**config.mk**
```make
export PLATFORM = sky130hd
export DESIGN_NAME = scan_controller
export DESIGN_NICKNAME = d
export VERILOG_FILES = /design/src/rtl/scan_controller.sv
export SDC_FILE = /design/constraint.sdc
export NUM_CORES = 1
export LEC_CHECK = 0
export CORE_MARGIN = 5
export CORE_UTILIZATION = 50
export DETAILED_ROUTE_END_ITERATION = 7
export PLACE_DENSITY = 0.74
export SYNTH_ARGS = -nofsm -noshare
export SYNTH_HDL_FRONTEND = slang
export SYNTH_SLANG_ARGS = --single-unit
```
**constraint.sdc**
```tcl
create_clock -name clk -period 5.9 [get_ports clk]
set_clock_uncertainty 0.15 [all_clocks]
set_input_delay 1.18 -clock clk [delete_from_list [all_inputs] [get_ports clk]]
set_output_delay 1.18 -clock clk [all_outputs]
set_load 0.02 [all_outputs]
```
**src/rtl/scan_controller.sv**
```systemverilog
// Three-digit display scanner: time-multiplexes digit enables with an all-off
// blanking gap between digits, optional leading-zero suppression and a frame pulse.
module scan_controller #(
  parameter int unsigned DIV   = 50000,
  parameter int unsigned BLANK = 16
) (
  input  logic       clk,
  input  logic       rst_n,
  input  logic       en,
  input  logic       lzs,
  input  logic [3:0] cnt2,
  input  logic [3:0] cnt3,
  output logic [1:0] sw,
  output logic [2:0] an,
  output logic       frame
);

  localparam int unsigned MAX_CNT = (DIV > BLANK + 1) ? DIV : BLANK + 1;
  localparam int unsigned CW      = (MAX_CNT > 1) ? $clog2(MAX_CNT) : 1;
  localparam logic [CW-1:0] SHOW_LAST = CW'(DIV - 1);
  localparam logic [CW-1:0] GAP_LAST  = (BLANK > 0) ? CW'(BLANK - 1) : '0;
  localparam logic          HAS_GAP   = (BLANK > 0);

  typedef enum logic [1:0] {
    IDLE = 2'd0,
    SHOW = 2'd1,
    GAP  = 2'd2
  } state_t;

  state_t        state, state_d;
  logic [CW-1:0] cnt, cnt_d;
  logic [1:0]    sw_d;
  logic [2:0]    an_d;
  logic          frame_d;
  logic [1:0]    sw_next;

  // Active-low enable for a digit, or all-off when leading-zero suppression blanks it.
  function automatic logic [2:0] digit_an(input logic [1:0] d, input logic lz,
                                          input logic [3:0] c2, input logic [3:0] c3);
    logic supp;
    supp = lz && (((d == 2'd2) && (c3 == 4'd0)) ||
                  ((d == 2'd1) && (c3 == 4'd0) && (c2 == 4'd0)));
    if (supp || (d == 2'd3)) return 3'b111;
    return ~(3'b001 << d);
  endfunction

  assign sw_next = (sw == 2'd2) ? 2'd0 : sw + 2'd1;

  always_ff @(posedge clk or negedge rst_n) begin
    if (!rst_n) begin
      state <= IDLE;
      cnt   <= '0;
      sw    <= 2'd0;
      an    <= 3'b111;
      frame <= 1'b0;
    end else begin
      state <= state_d;
      cnt   <= cnt_d;
      sw    <= sw_d;
      an    <= an_d;
      frame <= frame_d;
    end
  end

  always_comb begin
    state_d = state;
    cnt_d   = cnt;
    sw_d    = sw;
    an_d    = 3'b111;
    frame_d = 1'b0;
    if (!en) begin
      state_d = IDLE;
      cnt_d   = '0;
      sw_d    = 2'd0;
    end else begin
      case (state)
        IDLE: begin
          state_d = SHOW;
          cnt_d   = '0;
          sw_d    = 2'd0;
          an_d    = digit_an(2'd0, lzs, cnt2, cnt3);
        end
        SHOW: begin
          if (cnt == SHOW_LAST) begin
            // Select changes only here so the mux settles while the display is dark.
            cnt_d   = '0;
            sw_d    = sw_next;
            frame_d = (sw == 2'd2);
            if (HAS_GAP) begin
              state_d = GAP;
            end else begin
              state_d = SHOW;
              an_d    = digit_an(sw_next, lzs, cnt2, cnt3);
            end
          end else begin
            cnt_d = cnt + CW'(1);
            an_d  = digit_an(sw, lzs, cnt2, cnt3);
          end
        end
        GAP: begin
          if (cnt == GAP_LAST) begin
            cnt_d   = '0;
            state_d = SHOW;
            an_d    = digit_an(sw, lzs, cnt2, cnt3);
          end else begin
            cnt_d = cnt + CW'(1);
          end
        end
        default: begin
          state_d = IDLE;
          cnt_d   = '0;
          sw_d    = 2'd0;
        end
      endcase
    end
  end

endmodule

```
### Cells colored by class

Scale: 8 px per um. Fill, decap, tap and diode cells in gray.
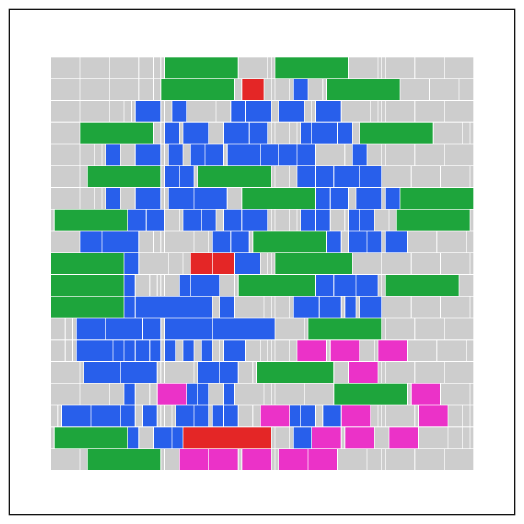
Key: red = clock drivers and dummy loads [cells 4]; green = flip-flops [cells 24]; blue = all other logic [cells 108]; magenta = other buffers and delay cells [cells 17]
final instance area: 0.00161 mm^2
# rows: 19
final core occ: 58.8%
sequential cell area share: 37.6%

### Supply network

Scale: 6 px per um. Pins as bars on the die edge.
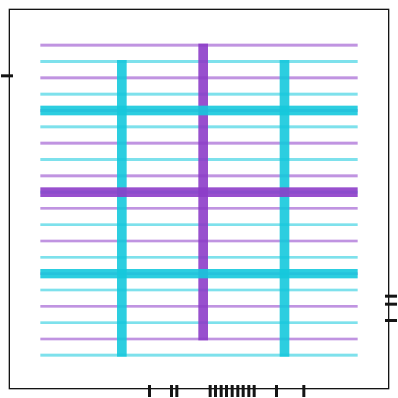
Key: purple = VDD; cyan = VSS
The core has 19 rows. 18 signal pins sit on the boundary. 20 met1 rails follow the rows.
Die Wd: 63.0 um
Peak VDD IR: 0.194 mV
Die Y: 63.0 um
core area: 0.00273 mm^2

### Routed clock nets over the placement

Scale: 10 px per um.
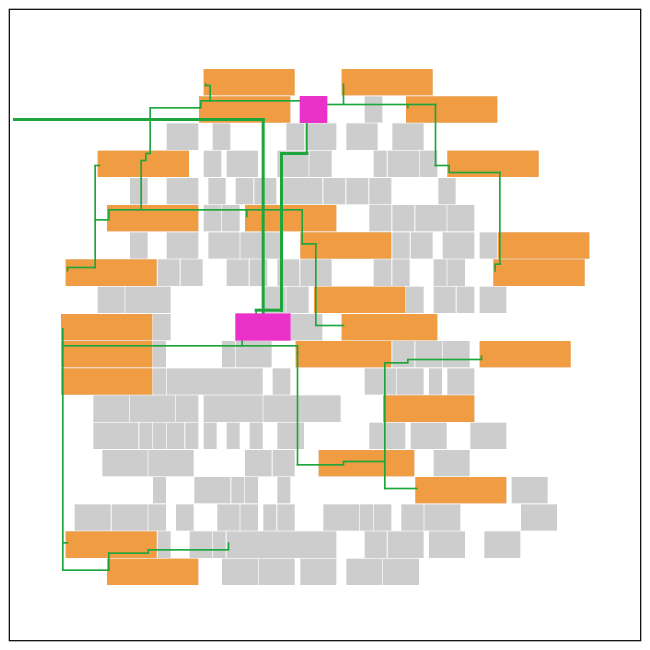
Key: orange = flip-flops [count 24]; magenta = cells driving clock nets [count 3]; green = clock wires [length 312 um]
There are 4 routed clock nets.

==> impl_metrics.ini <==
; flow metrics
[logic_synthesis]
logic_family = simple AND/OR/NAND/NOR gates
flop_cell = dfrtp_1
syn_avg_cell_area_um2 = 10.1
numSynthFlops = 24
synthArstFlopShare_pct = 100
top_area_cell = dfrtp_1
synth_area_mm2 = 0.00140
synth_cells = 139
syn_nets = 156
synthDistinctLibCells = 35
yosys_warnings = 0
yosysSeqAreaShare_pct = 43.0

[outcome]
status = completed

[drt]
drc = 0
vias = 1078
drt-met1-wl_mm = 1.38
dr.pass1.iters = 4

[final_layout]
final_nets = 171
top_register = cnt
antennaDiodeCount = 0
largest_class = combinational gates
nMultiInputCombCells = 103
fillers = 230
largest_reg_flops = 16
drive_above_1_share_pct = 9.15
layout_top_cell = dfrtp_1
clkbuf_count = 3

[job]
warnings = 29
maxCapViolCount = 0

[worst_setup_path]
r2r-end = state[0]
cp_cell_sequence = clkdlybuf4s50_1
reg2reg_slack_ns = 3.32
start_kind = flop

[clocking]
cts-resized-gates = 0
cts_made_buffers = 3
cts_hold_buf = 0

[power_and_ir_drop]
p_switching_uw = 104
powerDensity_mw_per_mm2 = 233
power_top_consumer = sequential cells
power_uw = 375
power_frac_seq_pct = 47.5

[timing]
finalMaxSlewViolations = 0
worst_slew_pin_slew_ns = 1.05
finalClockPeriodUsage_pct = 47.4

[placed_design]
globalplace.congestion = 0.781

[grt]
grt_antenna_before_repair = 0
grt_max_degree = 25
